==> config.mk <==
export PLATFORM = sky130hd
export DESIGN_NAME = ula_seq
export DESIGN_NICKNAME = d
export VERILOG_FILES = /design/src/rtl/ula_pkg.sv /design/src/rtl/ula_comb.sv /design/src/rtl/ula_seq.sv
export SDC_FILE = /design/constraint.sdc
export NUM_CORES = 1
export LEC_CHECK = 0
export ABC_AREA = 1
export CAP_MARGIN = 20
export CELL_PAD_IN_SITES_DETAIL_PLACEMENT = 0
export CELL_PAD_IN_SITES_GLOBAL_PLACEMENT = 1
export CORE_ASPECT_RATIO = 1.75
export CORE_MARGIN = 10
export CORE_UTILIZATION = 40
export DETAILED_ROUTE_END_ITERATION = 6
export PLACE_DENSITY_LB_ADDON = 0.1
export SYNTH_ARGS = -nofsm -noshare
export SYNTH_HDL_FRONTEND = slang
export SYNTH_HIERARCHICAL = 1
export SYNTH_SLANG_ARGS = --single-unit
==> constraint.sdc <==
create_clock -name CLK -period 2.3 [get_ports CLK]
set_clock_uncertainty 0.1 [all_clocks]
set_input_delay 0.575 -clock CLK [delete_from_list [all_inputs] [get_ports CLK]]
set_output_delay 0.575 -clock CLK [all_outputs]
set_load 0.005 [all_outputs]
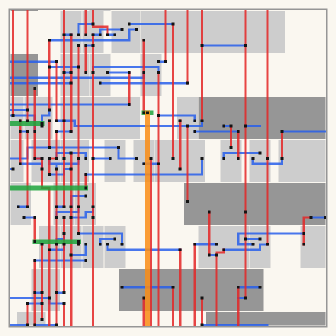
**Above:** run 1 (close-up of the layout).
Window x 58 to 78, y 97 to 117 um. Cells in gray, sequential cells in the stronger gray; small squares are vias.
layer	color
M1	blue
M2	red
M4	orange
M3	green
most frequent	nand2_1 (14), nand3_1 (5), dfrtp_1 (3)
sequential cells in the window	3
cells with their middle in the window	32

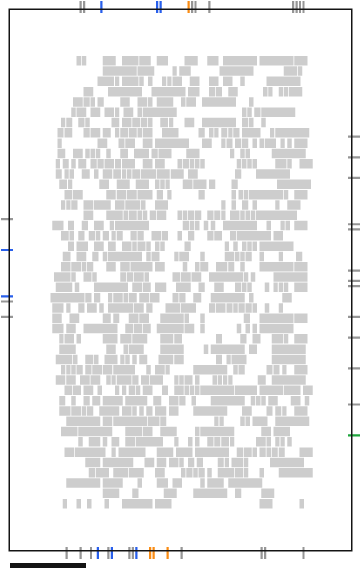
**Above:** run 1 (pin placement).
Scale bar: 20 um. Pins as bars across the die edge, other pins in gray.
port	color	pins	direction	edge
X	orange	4	input	3 bottom, 1 top
B	blue	8	input	3 bottom, 3 top, 2 left
DONE	green	1	output	right
all pins by edge	16 bottom, 13 right, 13 top, 5 left
die width: 90.1 um
chip height: 143 um
Port Buffer Count: 38

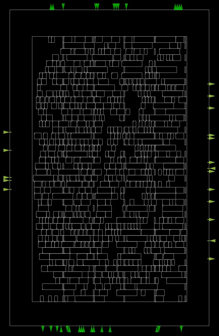
**Above:** run 1 (placed standard cells).
flip-flop and latch count: 31
Post-Layout Cell Count: 760
Core Box Area: 8370 um2
tap cell count: 115

==> flow_metrics.env, run 1 <==
# flow metrics
export IMPL_clockBufferCount=6
export IMPL_highest_layer="met4"
export IMPL_layout_area_comb_um2=2620
export IMPL_cts_made_buffers=5
export IMPL_ys_sh_adder_pct=14.7
export IMPL_met1_length_mm=4.03
export IMPL_met2_usage_pct=37.2
export IMPL_num_nonclk_buffers=140
export IMPL_met3_wirelength_um=378
export IMPL_finalMaxSlewViolations=0
export IMPL_clkCellAreaFrac_pct=3.35
export IMPL_violations="setup timing"
export IMPL_outcome="finished, violations left"
export IMPL_r2r_cells=8
export IMPL_buf_share_pct=22.7
export IMPL_finalCriticalPeriod_ns=2.68
export IMPL_synthTopLogicFamily="simple AND/OR/NAND/NOR gates"
export IMPL_top_cell_area_share_pct=22.6
export IMPL_boundaryPins=47
export IMPL_synth_flop_count=31
export IMPL_via_per_inst=5.05
export IMPL_min_path_cells=2
export IMPL_synth_edff_count=0
export IMPL_setup_viol=11
export IMPL_synthAoiAreaFrac_pct=15.1
export IMPL_final_layout_top_logic_cells="nand2_1, buf_4, inv_1, nand3_1, dfrtp_1"
export IMPL_most_common_cell="nand2_1"
export IMPL_antennaDiodeCount=0
export IMPL_ys_async_sr_fraction_pct=100
export IMPL_drt_pass1_iter_count=4
export IMPL_area_growth_pct=50.9
export IMPL_clock_root_buffer="clkbuf_16"
export IMPL_area_sequential_um2=776
export IMPL_path_clk_slew_ns=0.05
export IMPL_die_area_um2=12800
export IMPL_logic_gates=392
export IMPL_lay_top_count="nand2_1"
export IMPL_grt_overflow=0
export IMPL_ys_seq_share_pct=22.6
export IMPL_inverters_excl_clock=74
export IMPL_arrival_ns=2.75
export IMPL_drt_initial_drc_count=143
export IMPL_postCtsHoldBufs=0
export IMPL_syn_avg_cell_area_um2=6.76
export IMPL_setup_slack_ns=-0.378
export IMPL_top_usage_layer="met2"
## run 1: critical path, cell delays in order
cell	delay, ns
buf_6	0.10
fa_1	0.58
inv_1	0.06
ha_2	0.18
o21ai_1	0.14
nand2_1	0.11
nand2_2	0.12
nand2_2	0.07
buf_4	0.14
buf_6	0.10
buf_6	0.10
buf_6	0.11
nand2_4	0.04
nand3_2	0.06
nand3_2	0.06
nand2_2	0.06
nand3_2	0.07
o21ai_2	0.05
## run 1: where the power goes
group	internal, W	total [W]	switching, W	leakage (nW)
Sequential	0.000787	0.000914	0.000127	0.382
Clock	0.000538	0.000773	0.000235	0.0868
Combinational	0.00104	0.00239	0.00135	2.18
--- run 2 (diff from run 1) ---
Settings changed: CORE_ASPECT_RATIO 1.75 to 0.6, CORE_MARGIN 10 to 8, GPL_TIMING_DRIVEN set to 0.
==> flow_metrics.env, run 2 <==
# flow metrics
export IMPL_outcome="finished, violations left"
export IMPL_violations="setup timing"
export IMPL_buf_share_pct=13.8
export IMPL_fp_coreArea_um2=8430
export IMPL_highest_layer="met4"
export IMPL_synth_edff_count=0
export IMPL_sw_frac_of_total_pct=44.6
export IMPL_flops=31
export IMPL_pg_comb_w=0.00232
export IMPL_met3_wirelength_um=884
export IMPL_clockBufferCount=6
export IMPL_r2r_cells=7
export IMPL_top_usage_layer="met1"
export IMPL_ys_seq_share_pct=22.6
export IMPL_internal_power_w=0.00213
export IMPL_antennaDiodeCount=0
export IMPL_die_area_um2=11900
export IMPL_area_growth_pct=33.8
export IMPL_setup_slack_ns=-0.289
export IMPL_via_per_inst=5.16
export IMPL_met1_length_mm=5.78
export IMPL_setup_viol=10
export IMPL_min_path_cells=2
export IMPL_arrival_ns=2.71
export IMPL_final_layout_top_logic_cells="nand2_1, inv_1, nand3_1, dfrtp_1, nor2_1"
export IMPL_met2_usage_pct=25.2
export IMPL_drt_initial_drc_count=283
export IMPL_syn_avg_cell_area_um2=6.76
export IMPL_clkCellAreaFrac_pct=2.80
export IMPL_finalMaxSlewViolations=0
export IMPL_cts_made_buffers=5
export IMPL_p_seq_share_pct=23.8
[run 2: logic make-up (layout without fill, tap and decap cells)]
kind of cell	count (synthesis)	count (layout)	synth area share (%)
buffers and inverters	92	153	12.2
AOI/OAI and AO/OA	87	87	15.1
adders and majority gates	38	38	14.7
other	1	8	0.109
DFF	31	31	22.6
xor gates and xnor gates	1	1	0.255
and+or+nand+nor	258	258	35.0
[run 2: worst max-delay path, cell delays in order]
cell and delay, ns:
buf_12 0.10, inv_12 0.03, fa_2 0.43, fa_2 0.40
nor2_4 0.15, o21bai_4 0.12, nand2_2 0.08, nand3b_1 0.07
nand3_1 0.08, nand3_1 0.08, nand2_1 0.06, nand2_1 0.07
o21ai_0 0.17, nand3_1 0.12, nand2_1 0.08, nand2_1 0.05
nand2_1 0.05
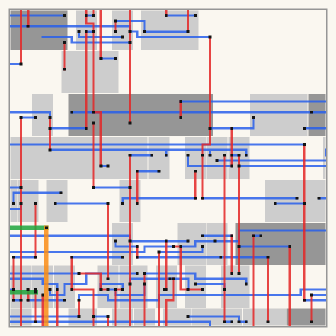
**Above:** run 2 (close-up of the layout).
Window x 92 to 112, y 56 to 76 um. Cells in gray, sequential cells in the stronger gray; small squares are vias.
layer	color
M3	green
M4	orange
M2	red
M1	blue
sequential cells in the window	2
cells with their middle in the window	28
most frequent	nand2_1 (13), inv_1 (3), clkdlybuf4s50_1 (3)

No activity file was given, so power comes from the tool's default toggle rates.
